Figure 1. Placed standard cells (run 1).
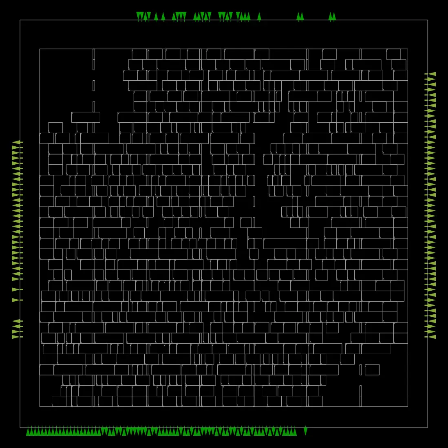
Figure 2. Sizing map (run 1).
(4 px per um)
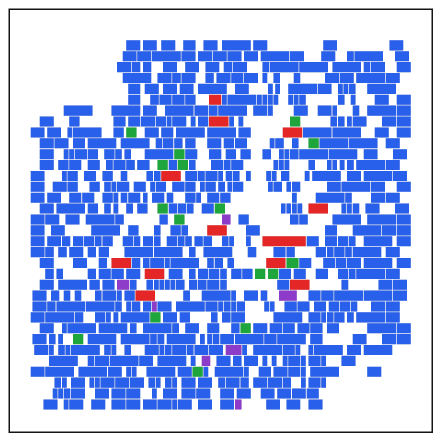
Figure 3. I/O nets highlighted (run 1).
(2 px per um)
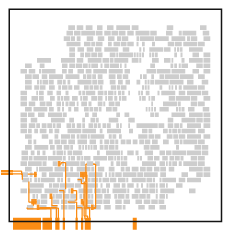
==> config.mk <==
export PLATFORM = sky130hd
export DESIGN_NAME = mem_access_unit
export DESIGN_NICKNAME = d
export VERILOG_FILES = /design/src/rtl/mem_access_pkg.sv /design/src/rtl/mau_lane_align.sv /design/src/rtl/mem_access_unit.sv
export SDC_FILE = /design/constraint.sdc
export NUM_CORES = 1
export LEC_CHECK = 0
export CORE_MARGIN = 5
export CORE_UTILIZATION = 47
export CTS_BUF_LIST = sky130_fd_sc_hd__clkbuf_2 sky130_fd_sc_hd__clkbuf_4 sky130_fd_sc_hd__clkbuf_8
export DETAILED_ROUTE_END_ITERATION = 8
export PLACE_DENSITY = 0.94
export SLEW_MARGIN = 0
export SYNTH_ARGS = -nofsm -noshare
export SYNTH_HDL_FRONTEND = slang
export SYNTH_SLANG_ARGS = --single-unit
==> constraint.sdc <==
create_clock -name clk -period 3.4 [get_ports clk]
set_input_delay 0.68 -clock clk [delete_from_list [all_inputs] [get_ports clk]]
set_output_delay 0.68 -clock clk [all_outputs]
set_load 0.01 [all_outputs]
==> run summary, run 1 <==
outcome - completed
post-detailed-route wirelength per cell - 20.8 um
Required @ worst endpoint - 2720 ps
most frequent logic cell in the layout - clkdlybuf4s50_1
share of post-route cells with drive strength above 1 - 5.35%
initial antenna violation count - 0
XOR Share, Synth - 0%
clock tree from TritonCTS - done
library cells used by synthesis - 45
fp_density - 48.6%
number of cell instances after yosys synthesis - 531
post-CTS setup buffer count - 0
fill cell total of the finished layout - 692
Pint - 1.67 mW
wire length of the first global-routing pass - 24100 um
post-synthesis instance total - 531
Routed WL - 15800 um
remaining antenna violation count after routing - 0
leakage power of the design - 2.24 nW
DR vias/cell - 6.30
most used standard cell by instance count after synthesis - dfxtp_1
clock share of power - 30.9%
VDD IR-drop max - 0.223 mV
cell family with the largest share of critical-path delay - flip-flops
worst slew pin tran - 943 ps
count of TritonRoute iterations in the first routing pass - 6
post-synthesis chip area from yosys - 4280 um^2
net count entering floorplan - 634
most numerous cell types in the synthesized netlist - dfxtp_1, nand2_1, clkbuf_1, a21oi_1, nor2_1
chip area - 11100 um^2
worst path arrival time - 1920 ps
final routed DRC violation total - 0
number of CTS-inserted buffers - 9
endpoint type of the worst setup path - output port
final hold viol count - 0
number of instances on the worst hold path - 2
post-route design area - 6000 um^2
maximum clock rate - 384 MHz
unrepaired setup endpoints after global routing - no
via count of the first global-routing pass - 4578
clock period minus final worst setup slack - 2600 ps
total number of H-tree levels - 3
Post-Route Hold Slack - 471 ps
Register Area - 1620 um^2
count of pins over their slew limit - 0
number of buffers on the longest clock path - 2
sequence of cells on the critical path - nor2b_1, and2_1, clkdlybuf4s50_1
combinational fraction of design power - 23.4%
Tot Pwr - 2.37 mW
Starting DRT DRC Count - 653
total routing resource utilization after global routing - 27.1%
# nets final - 752
depth of the worst register-to-register path - 5
critical path type - reg2out
largest net degree at the start of global routing - 51
Critical Path Source Type - flip-flop
number of storage elements in the synthesis netlist - 81
register-to-register setup slack - 890 ps
horizontal die size - 105 um
cell type with the highest aggregate area in the netlist - dfxtp_1
die outline height - 105 um
Main synth FF type - dfxtp_1
and+or+nand+nor area frac - 18.6%
and-or/or-and share of the synthesized area - 31.7%
worst path bufs/invs - 1
power dissipated by switching net loads - 0.701 mW
worst min-delay path category - reg2reg
post-detailed-placement half-perimeter wirelength - 11800 um
power per standard cell area - 395 nW/um^2
Seq/Total Area, Yosys - 37.9%
largest stage delay on the critical path - 590 ps
clock latency at the later pin of the worst-skew pair - 350 ps
number of OpenROAD warnings - 47
switching power share of the total - 29.6%
area after detailed placement - 5790 um^2
# placed instances - 746
Setup violations, final - 0
tightest slew margin relative to the limit - 37.0%
total of warnings raised by yosys - 0
number of max-cap violations - 0
number of enable flip-flop cells - 0
post-cts gate resize count - 0
Sink Count - 81
top cells by area, synth - dfxtp_1, nand2_1, a21oi_1
Final GP Congestion - 0.943
Synth async-reset ratio - 0%
Critical Path Fanout Max - 14
vias after detailed routing - 4802
number of placement rows - 34
Slowest-stage cell, CP - dfxtp_1
antenna diode count - 0
clock transition at the register clock pins on the worst setup and hold paths after CTS - 90 ps
placement-stage worst setup slack - 529 ps
commonest non-fill, non-tap cells in the layout - clkdlybuf4s50_1, dfxtp_1, nand2_1, a21oi_1, nor2_1
Setup Total Neg Slack - 0 ps
total of hold buffers inserted after clock tree synthesis - 0
dominant combinational cell family by area after synthesis - AND-OR/OR-AND gates
post-layout period usage - 76.5%
portion of synthesized cell area occupied by the leading cell type - 37.9%
per-instance average area after synthesis - 8.06 um^2
arithmetic-cell share of the synthesized area counting full adders, half adders and majority gates - 0%
skew final - 13.8 ps
cell chosen for the clock root - clkbuf_8
post-synth design cell area - 4280 um^2
residual overflow from global routing - 0
Std-Cell Core Area - 8810 um^2
share of power burned in registers - 45.7%
number of stages on the worst setup path - 3
multi-input gate area in the final layout - 2260 um^2
Post-synth mux share - 2.34%
## Picture notes: Figure 1
final design utilization: 68.1%
number of tap instances: 108
post-layout instance count excluding filler cells: 762
proportion of cell area occupied by registers: 27.0%

## Picture notes: Figure 2
legend:
  green:
    size: _3 and _4 cells
    cells: 16
    share: 2.4%
  red:
    size: _6 and larger
    cells: 12
    share: 1.8%
  blue:
    size: _0 and _1 cells
    cells: 619
    share: 95%
  purple:
    size: _2 cells
    cells: 7
    share: 1.1%
Layout area overhead: 40.2%
worst setup margin: 797 ps
Buffers, non-clock: 178

## Picture notes: Figure 3
legend:
  orange:
    port: req_addr
    bits: 32
    direction: input
    end_cells: 11
    buffers: 11
    wire: 268 um
I/O pin cnt: 189
total of buffers placed on input and output ports: 166

==> run 1: power groups by stage <==
stage | logic (mW) | clock network (mW) | registers (mW)
floorplan | 0.262 | 0 | 1.09
global placement | 0.529 | 0 | 1.10
detailed placement | 0.542 | 0 | 1.10
CTS | 0.547 | 0.740 | 1.08
global route | 0.589 | 0.779 | 1.09
finish | 0.554 | 0.732 | 1.08
==> run 1: routing by layer <==
metal,vias up,routed length [um],track usage [%]
met4,0,450,9.93
li1,2173,-,-
met3,43,1680,7.46
met5,-,0,0
met1,2270,6160,33.4
met2,316,7550,45.2
==> run 1: final cells by class <==
class / count / share of cell area, %
multi-input combinational: 371 / 37.6
timing repair buffer: 178 / 29.1
sequential: 81 / 27.0
clock buffer: 11 / 2.42
tap: 108 / 2.25
clock inverter: 5 / 1.04
inverter: 8 / 0.501
Figure 4. Wiring by layer (run 1).
(4 px per um) Two of the layers only.
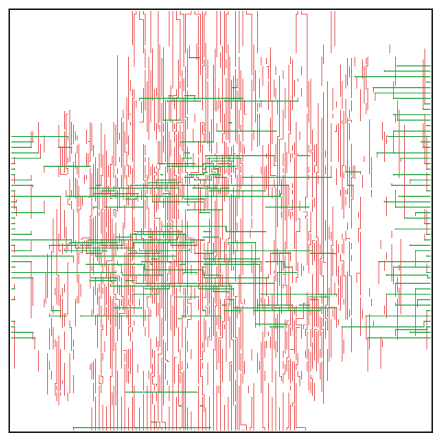

==> run 2: changes to the inputs <==
- CORE_UTILIZATION: 47 -> 44
- PLACE_DENSITY: 0.94 -> 0.9
- clock period: 3.4 -> 2.7 ns (I/O delays scaled with it)
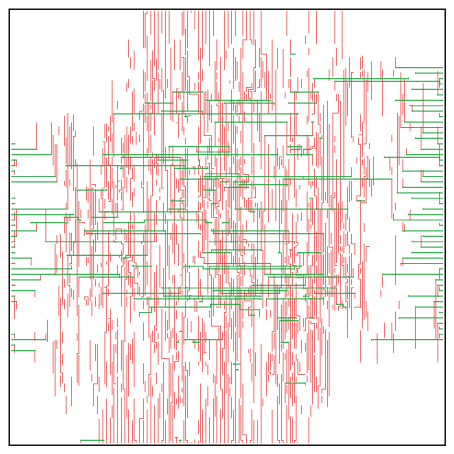
Figure 5: run 2, wiring by layer.
(4 px per um) Two of the layers only.
legend:
  green:
    layer: metal 3
    wire_length: 1630 um
  red:
    layer: metal 2
    wire_length: 6980 um
post-detailed-route wirelength per cell: 19.3 um
vias after detailed routing: 4709
total routing resource utilization after global routing: 26.0%

==> run 2 against run 1 <==
  * Synthesized cell count stayed put
  * Sequential share of layout area is 0.44 points lower
  * Setup slack worse by 610 ps
  * Sequential cell count unchanged
  * Die size is 6.2% higher
  * Cell count rose by 3.8%
  * Hold slack better by 2.8 ps
  * Clock power is 46% higher
  * Register-to-register slack lost 240 ps
  * Power increased by 32%
  * Critical path type unchanged
==> run summary, run 2 <==
worst setup margin - 188 ps (was 797 ps)
Starting DRT DRC Count - 426 (was 653)
fill cell total of the finished layout - 826 (was 692)
fp_density - 44.4% (was 48.6%)
die outline height - 109 um (was 105 um)
clock tree from TritonCTS - done (unchanged)
number of buffers on the longest clock path - 2 (unchanged)
power dissipated by switching net loads - 0.874 mW (was 0.701 mW)
residual overflow from global routing - 0 (unchanged)
VDD IR-drop max - 0.268 mV (was 0.223 mV)
total of warnings raised by yosys - 0 (unchanged)
number of logic gates - 371 (unchanged)
Final GP Congestion - 1.01 (was 0.943)
number of enable flip-flop cells - 0 (unchanged)
count of TritonRoute iterations in the first routing pass - 5 (was 6)
Comb group - 0.702 mW (was 0.554 mW)
outcome - completed (unchanged)
Seq/Total Area, Yosys - 37.9% (unchanged)
switching power share of the total - 28.0% (was 29.6%)
skew final - 7.63 ps (was 13.8 ps)
clock network power consumption - 1.07 mW (was 0.732 mW)
global-route met3 utilization - 6.27% (was 7.46%)
number of max-cap violations - 0 (unchanged)
number of storage elements in the synthesis netlist - 81 (unchanged)
depth of the worst register-to-register path - 4 (was 5)
number of placement rows - 36 (was 34)
worst path arrival time - 1970 ps (was 1920 ps)
post-synth design cell area - 4280 um^2 (unchanged)
placement-stage worst setup slack - 370 ps (was 529 ps)
Setup Total Neg Slack - 0 ps (unchanged)
worst slew pin tran - 762 ps (was 943 ps)
clock period minus final worst setup slack - 2510 ps
commonest non-fill, non-tap cells in the layout - clkdlybuf4s50_1, dfxtp_1, nand2_1, a21oi_1, nor2_1 (unchanged)
unrepaired setup endpoints after global routing - no (unchanged)
portion of the layout cell area used by non-clock buffers - 29.3% (was 29.1%)
final hold viol count - 0 (unchanged)
post-CTS setup buffer count - 0 (unchanged)
XOR Share, Synth - 0% (unchanged)
total of hold buffers inserted after clock tree synthesis - 0 (unchanged)
leakage power of the design - 2.28 nW (was 2.24 nW)
Routed WL - 15300 um (was 15800 um)
worst min-delay path category - reg2reg (unchanged)
Setup violations, final - 0 (unchanged)
power per standard cell area - 512 nW/um^2 (was 395 nW/um^2)
tightest slew margin relative to the limit - 49.2% (was 37.0%)
Required @ worst endpoint - 2160 ps (was 2720 ps)
number of CTS-inserted buffers - 9 (unchanged)
I/O pin cnt - 189 (unchanged)
endpoint type of the worst setup path - output port (unchanged)
portion of synthesized cell area occupied by the leading cell type - 37.9% (unchanged)
cell type with the highest aggregate area in the netlist - dfxtp_1 (unchanged)
number of cell instances after yosys synthesis - 531 (unchanged)
cell chosen for the clock root - clkbuf_8 (unchanged)
Main synth FF type - dfxtp_1 (unchanged)
critical path type - reg2out (unchanged)
library cells used by synthesis - 45 (unchanged)
clock network area share - 3.92% (was 3.46%)
wire length of the first global-routing pass - 24000 um (was 24100 um)
proportion of cell area occupied by registers - 26.6% (was 27.0%)
area after detailed placement - 5860 um^2 (was 5790 um^2)
antenna diode count - 0 (unchanged)
share of post-route cells with drive strength above 1 - 5.93% (was 5.35%)
Layout area overhead - 42.6% (was 40.2%)
post-detailed-placement half-perimeter wirelength - 11500 um (was 11800 um)
number of instances on the worst hold path - 2 (unchanged)
remaining antenna violation count after routing - 0 (unchanged)
net count entering floorplan - 634 (unchanged)
most numerous cell types in the synthesized netlist - dfxtp_1, nand2_1, clkbuf_1, a21oi_1, nor2_1 (unchanged)
total of buffers placed on input and output ports - 166 (unchanged)
met1 Usage GRT - 34.6% (was 33.4%)
via count of the first global-routing pass - 4537 (was 4578)
# nets final - 757 (was 752)
Tot Pwr - 3.12 mW (was 2.37 mW)
Inverters excl. clock - 8 (unchanged)
post-layout instance count excluding filler cells - 791 (was 762)
largest power group - sequential cells (unchanged)
count of pins over their slew limit - 0 (unchanged)
most frequent logic cell in the layout - clkdlybuf4s50_1 (unchanged)
DR vias/cell - 5.95 (was 6.30)
number of flip-flops and latches - 81 (unchanged)
largest cell class by area - combinational gates (unchanged)
maximum clock rate - 398 MHz
post-synthesis instance total - 531 (unchanged)
Pint - 2.25 mW (was 1.67 mW)
clock transition at the register clock pins on the worst setup and hold paths after CTS - 90 ps (about the same)
clock share of power - 34.2% (was 30.9%)
number of clock buffers in the layout - 9 (was 11)
multi-input gate area in the final layout - 2260 um^2 (unchanged)
and-or/or-and share of the synthesized area - 31.7% (unchanged)
final design utilization - 63.3% (was 68.1%)
## run 2: cell count changes in the layout (fill, tap and decap cells not counted), sizes merged
cell      change
buf           +5
bufinv        +2
clkbuf        -2
clkinv        -1
clkinvlp      -1
inv           +1
## run 2: worst max-delay path, stage by stage, from the launching register on
cell and delay (ps):
dfxtp_1 610, nor2b_1 320, and2_1 160, clkdlybuf4s50_1 530
## run 2: cell families (layout without fill, tap and decap cells)
| logic type | Yosys count | count (layout) |
|---|---|---|
| DFF | 81 | 81 |
| and+or+nand+nor | 168 | 168 |
| muxes | 10 | 10 |
| AOI/OAI and AO/OA | 192 | 192 |
| other | 1 | 1 |
| buffers and inverters | 79 | 206 |
## run 2: layer usage
metal  routed length (um)  share of wire (%)
met5                    0                  0
met4                  443                2.9
met3                 1630                 11
met2                 6980                 46
met1                 6260                 41
Power figures rest on the tool's default switching activity, not on a simulated workload.
